==> config.mk <==
export PLATFORM = sky130hd
export DESIGN_NAME = cdb_arbiter
export DESIGN_NICKNAME = d
export VERILOG_FILES = /design/src/rtl/cdb_pkg.sv /design/src/rtl/cdb_arbiter_rr_pick.sv /design/src/rtl/cdb_arbiter.sv
export SDC_FILE = /design/constraint.sdc
export NUM_CORES = 1
export LEC_CHECK = 0
export CORE_UTILIZATION = 57
export CTS_BUF_LIST = sky130_fd_sc_hd__clkbuf_16
export CTS_CLUSTER_SIZE = 10
export DETAILED_ROUTE_END_ITERATION = 12
export GPL_TIMING_DRIVEN = 0
export PLACE_DENSITY_LB_ADDON = 0.1
export SLEW_MARGIN = 20
export SYNTH_ARGS = -nofsm -noshare
export SYNTH_HDL_FRONTEND = slang
export SYNTH_SLANG_ARGS = --single-unit
==> constraint.sdc <==
create_clock -name clk -period 9.7 [get_ports clk]
set_input_delay 1.455 -clock clk [delete_from_list [all_inputs] [get_ports clk]]
set_output_delay 1.455 -clock clk [all_outputs]
set_load 0.03 [all_outputs]
### Layout detail, run 1

Region (45, 5) to (75, 35) µm. Cells in grey, sequential cells in the stronger grey; small squares are vias.
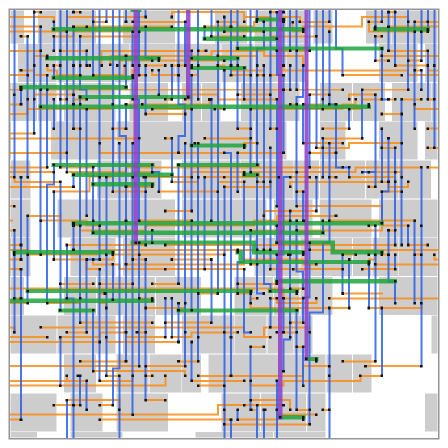
colour	layer
orange	M1
purple	M4
blue	M2
green	M3
cells with their middle in the window	85
sequential cells in the window	0

### Sequential cells coloured by netlist name, run 1

Bar = 20 µm. Other sequential cells in the stronger grey, the rest of the logic in the fainter grey.
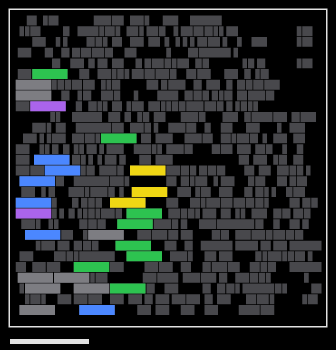
colour	netlist name	placed flops
purple	select_valid	2
blue	select	6
yellow	rr_ptr	3
green	grant	8
sequential share of cell area: 16.7%
FF/Latch Area: 676 µm²
final core occ: 68.3%

### The clock network, run 1

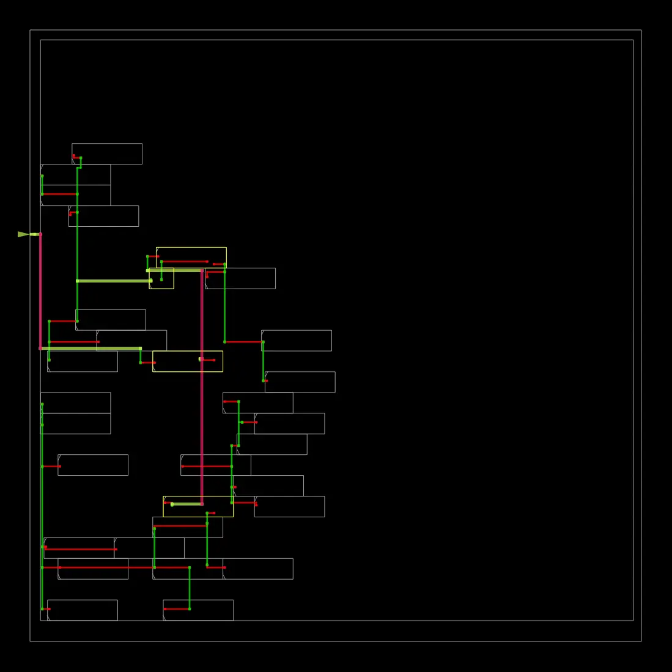
Clock Latency Late Sink: 0.26 ns
clk sinks: 27
Final Skew: 0.00262 ns
# clk buffers: 3

### Clock distribution, run 1

Bar = 20 µm.
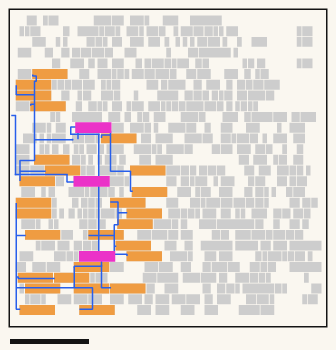
[blue] clock wires | length: 291 µm
[magenta] clock-net drivers | count: 3
[orange] flip-flops | count: 27
routed clock nets	4

==> results.json, run 1 <==
{
  "initialDrtViolationCount": 471,
  "ant_nets": 0,
  "ys_cells": 426,
  "ys_seq_share_pct": 19.4,
  "syn_avg_cell_area_um2": 8.18,
  "layout.nonclk_buf_share_pct": 14.1,
  "clockBufferDepth": 2,
  "edf_count": 0,
  "max-cap-violations": 0,
  "slew_headroom_pct": 38.4,
  "cts_made_buffers": 3,
  "warnings": 32,
  "synth_chip_area_um2": 3480,
  "logic_area_um2": 2550,
  "fin_crit_sh_pct": 90.7,
  "maxClockFrequency_mhz": 114,
  "post_cts_resized": 0,
  "synth-main-ff-cell": "dfrtp_1",
  "dieArea_um2": 6430,
  "io_pins": 47,
  "setup_viol": 0,
  "wl_met1_mm": 4.36,
  "top_cells_by_area": "dfrtp_1, mux2i_1, nor2_1",
  "reg2reg_slack_ns": 1.13,
  "async_flop_share_pct": 100,
  "die_height_um": 80.2,
  "routedWlPerCell_um": 19.1,
  "dr_total_vias": 3768,
  "grt_pass1_wl_mm": 16.7,
  "crit_path_frequent_cell": "ha_1",
  "report.final.slew_viol_count": 0,
  "cp_max_fo": 11,
  "initCoreUtil_pct": 58.8,
  "route.detailed.drc": 0,
  "finalSetupTns_ns": 0,
  "io_buffers": 35,
  "htree_levels": 1,
  "hp-class": "flip-flop to flip-flop",
  "clk_pin_slew_ns": 0.07,
  "rsz0062_at_grt": "no",
  "drt_wl_total_mm": 10.5,
  "comb_cells": 360,
  "antenna_found_initial": 0,
  "buffers_excl_clock": 66,
  "dr.pass1.iters": 5,
  "top_cell_area_share_pct": 19.4,
  "period_minus_slack_ns": 8.80,
  "cp_data_arrival_time_ns": 8.94,
  "num_rows": 28,
  "cp-start-kind": "input pin",
  "crit_type": "input pin to flip-flop",
  "fp.dieW_um": 80.2,
  "grt_max_degree": 28,
  "synth_cells": 426,
  "cp_top_family": "buffers and inverters",
  "grt_pass1_vias": 3377,
  "cts_hold_buf": 0,
  "drive_gt1_share_pct": 12.7,
  "cp_slowest_stage_delay_ns": 0.74,
  "grt_use_total_pct": 33.4,
  "r2r_cells": 33,
  "hold_violations": 0,
  "top_layer": "met4",
  "cp_slowest_cell": "a221oi_1",
  "synth_flops": 27,
  "syn2layout_area_growth_pct": 16.1,
  "overflow": 0,
  "tap_cells": 75,
  "ys_warn_count": 0,
  "max_slew.worst_pin.slew_ns": 0.919,
  "antennaDiodeCount": 0,
  "seq_cells": 27,
  "yosys.cell_count.top_type": "nor2_1",
  "fin_nets": 499,
  "crit_path_end_kind": "flip-flop",
  "sh_comb_area_pct": 63.1,
  "postCtsSetupRepairBufs": 0,
  "core_um2": 5920,
  "met2_length_mm": 4.86,
  "largest_area_cell": "dfrtp_1",
  "avgViaCountPerCell": 6.86,
  "routabilityCongestion": 1.01,
  "cts_root_buf": "clkbuf_16",
  "fillers": 507,
  "cp.depth": 28,
  "syn_area_um2": 3480,
  "clock_area_share_pct": 2.07,
  "top_cells_by_count": "nor2_1, nand2_1, dfrtp_1, o21ai_0, a21oi_1",
  "outcome": "completed",
  "dominant_cells": "multi-input combinational cells",
  "cts_tree": "yes",
  "cp.required_ns": 9.84,
  "synth_cell_type_count": 89,
  "hold_depth": 3,
  "wl_met3_mm": 1.01,
  "num-nonclk-inverters": 17,
  "place_hpwl_mm": 7.92,
  "crit_buf_inv": 8
}
run 1: per-layer routing:
metal	up-vias	GRT usage, %
li1	1727	-
met3	28	4.32
met4	0	13.2
met5	-	0
met2	249	53.1
met1	1764	45.6
run 1: cell usage in the layout, fill, tap and decap left out, types with 4 or more instances in the layout:
cell type,Yosys,final
buf_6,5,5
inv_1,11,10
a211o_1,4,4
a21oi_1,19,19
mux4_2,6,6
nand2_1,30,30
xnor2_1,4,4
nand3_1,5,5
a21o_1,4,4
o21ai_0,21,21
clkbuf_1,8,8
mux2i_1,17,17
nor3_1,17,17
o221ai_1,4,4
dfrtp_1,27,27
nor2b_1,7,7
ha_1,11,11
nand4_1,4,4
buf_4,11,11
conb_1,1,10
clkdlybuf4s50_1,0,35
o22ai_1,13,13
a31oi_1,8,8
nand2b_1,10,10
nor2_1,43,43
o31ai_1,7,7
o21ai_1,4,4
a22oi_1,6,6
o211ai_1,7,7
a211oi_1,4,4
or3_1,8,8
run 1: cell families (layout without fill, tap and decap cells):
group | Yosys count | in the layout | share of synthesized area [%]
fa+ha+maj | 11 | 11 | 3.95
mux | 27 | 27 | 10.5
flops | 27 | 27 | 19.4
compound gates | 148 | 148 | 31.5
xor+xnor | 8 | 8 | 2.23
simple gates | 156 | 156 | 24.1
buf+inv | 48 | 87 | 8.30
other cells | 1 | 10 | 0.108
run 1: per-stage QoR:
stage | std cells | worst slack (ns) | hold WS (ns) | instance area [µm²]
floorplan | 435 | 2.54 | 0.851 | 3520
detailed placement | 545 | 0.826 | 0.935 | 3960
CTS | 549 | 1.10 | 0.953 | 4050
global placement | 545 | 0.917 | 0.930 | 3960
global route | 549 | 0.449 | 1.01 | 4050
finish | 549 | 0.905 | 0.962 | 4050
--- run 2 (diff from run 1) ---
--- a/config.mk
+++ b/config.mk
@@ -7,7 +7,6 @@
 export LEC_CHECK = 0
 export CORE_UTILIZATION = 57
 export CTS_BUF_LIST = sky130_fd_sc_hd__clkbuf_16
-export CTS_CLUSTER_SIZE = 10
 export DETAILED_ROUTE_END_ITERATION = 12
 export GPL_TIMING_DRIVEN = 0
 export PLACE_DENSITY_LB_ADDON = 0.1
### Sequential cells coloured by netlist name, run 2

Bar = 20 µm. Other sequential cells in the stronger grey, the rest of the logic in the fainter grey.
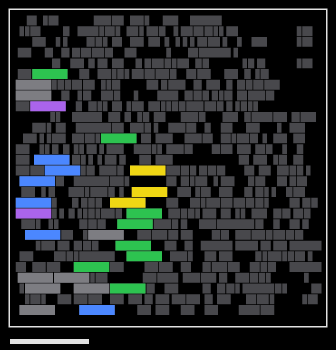
colour	netlist name	placed flops
yellow	rr_ptr	3
purple	select_valid	2
green	grant	8
blue	select	6

### Clock distribution, run 2

Bar = 20 µm.
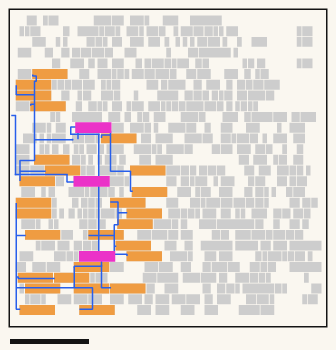
[blue] clock wires | length: 291 µm
[orange] flip-flops | count: 27
[magenta] clock-net drivers | count: 3
routed clock nets	4

==> results.json, run 2 <==
{
  "fillers": 507,
  "crit_type": "input pin to flip-flop",
  "dr.pass1.iters": 5,
  "lay_top_cells": "nor2_1, clkdlybuf4s50_1, nand2_1",
  "ant_nets": 0,
  "skew_ns": 0.00262,
  "initCoreUtil_pct": 58.8,
  "place_hpwl_mm": 7.92,
  "drt_wl_total_mm": 10.5,
  "rsz0062_at_grt": "no",
  "cp-start-kind": "input pin",
  "io_buffers": 35,
  "route.detailed.drc": 0,
  "cts.sinks": 27,
  "cts_hold_buf": 0,
  "numPlacedInstances": 545,
  "clk_pin_slew_ns": 0.07,
  "post_cts_resized": 0,
  "fp.dieW_um": 80.2,
  "crit_path_end_kind": "flip-flop",
  "synth_flops": 27,
  "syn_avg_cell_area_um2": 8.18,
  "crit_path_frequent_cell": "ha_1",
  "cp_slowest_cell": "a221oi_1",
  "core_um2": 5920,
  "final_layout_top_logic_cell": "nor2_1",
  "htree_levels": 1,
  "slew_headroom_pct": 38.4,
  "edf_count": 0,
  "max_slew.worst_pin.slew_ns": 0.919,
  "clock_latency_ns": 0.26,
  "antennaDiodeCount": 0,
  "report.final.slew_viol_count": 0,
  "synth-main-ff-cell": "dfrtp_1",
  "grt_pass1_wl_mm": 16.7,
  "async_flop_share_pct": 100,
  "outcome": "completed",
  "io_pins": 47,
  "top_cell_area_share_pct": 19.4,
  "grt_max_degree": 28,
  "drive_gt1_share_pct": 12.7,
  "routabilityCongestion": 1.01,
  "syn2layout_area_growth_pct": 16.1,
  "reg2reg_slack_ns": 1.13,
  "synth_cells": 426,
  "period_minus_slack_ns": 8.80,
  "hold_depth": 3,
  "place_area_um2": 3960,
  "layout.cells.non_filler": 549,
  "overflow": 0,
  "dr_total_vias": 3768,
  "finalSetupTns_ns": 0,
  "logic_area_um2": 2550,
  "max-cap-violations": 0,
  "cts_made_buffers": 3,
  "grt_use_total_pct": 33.4,
  "antenna_found_initial": 0,
  "cp_max_fo": 11,
  "die_height_um": 80.2,
  "cp_data_arrival_time_ns": 8.94,
  "yosys.cell_count.top_type": "nor2_1",
  "cts_tree": "yes",
  "largest_area_cell": "dfrtp_1",
  "hp-class": "flip-flop to flip-flop",
  "clockBufferDepth": 2,
  "setup_viol": 0,
  "top_cells_by_area": "dfrtp_1, mux2i_1, nor2_1",
  "cp.required_ns": 9.84,
  "fin_nets": 499,
  "synth_chip_area_um2": 3480,
  "avgViaCountPerCell": 6.86,
  "r2r_cells": 33,
  "maxClockFrequency_mhz": 114,
  "ys_seq_share_pct": 19.4,
  "cp_slowest_stage_delay_ns": 0.74,
  "postCtsSetupRepairBufs": 0,
  "routedWlPerCell_um": 19.1,
  "syn_area_um2": 3480,
  "synth_cell_type_count": 89,
  "grt_pass1_vias": 3377,
  "fin_area_um2": 4050,
  "num_rows": 28,
  "setup_ws_ns": 0.905,
  "top_cells_by_count": "nor2_1, nand2_1, dfrtp_1, o21ai_0, a21oi_1",
  "cts_root_buf": "clkbuf_16",
  "warnings": 32,
  "initialDrtViolationCount": 471,
  "fin_crit_sh_pct": 90.7,
  "dieArea_um2": 6430
}
==> run 2: cell counts after synthesis <==
No cell type changed its count.
==> run 2: cells by family after synthesis <==
| kind of cell | synth area share [%] |
|---|---|
| mux | 10.5 |
| fa+ha+maj | 3.95 |
| other cells | 0.108 |
| buf+inv | 8.30 |
| simple gates | 24.1 |
| compound gates | 31.5 |
| flops | 19.4 |
| xor+xnor | 2.23 |
==> run 2: critical path: cells and delay by family <==
family,cells,cell delay (ns)
AOI/OAI and AO/OA,7,1.94
xor gates and xnor gates,1,0.15
buffers and inverters,8,2.28
and+or+nand+nor,5,1.16
adders and majority gates,3,0.79
muxes,4,1.16
==> run 2: per-stage QoR <==
stage          hold slack (ns)  util [%]
2_1_floorplan            0.851         -
5_1_grt                   1.01      68.3
3_5_place_dp             0.935      66.9
3_3_place_gp             0.930      66.9
6_report                 0.962      68.3
4_1_cts                  0.953      68.3
==> run 2: final cells by class <==
type                            instances  share of cell area, %
Inverter                               17                   1.67
Tap cell                               75                   2.32
Multi-Input combinational cell        360                   63.1
Timing Repair Buffer                   35                   8.66
Buffer                                 31                   5.47
Clock buffer                            3                   1.86
Sequential cell                        27                   16.7
Clock inverter                          1                  0.217
==> run 2: metal layers <==
layer / track usage, % / share of wire (%)
met1: 45.6 / 42
met2: 53.1 / 46
met3: 4.32 / 9.7
met4: 13.2 / 2.3
met5: 0 / 0
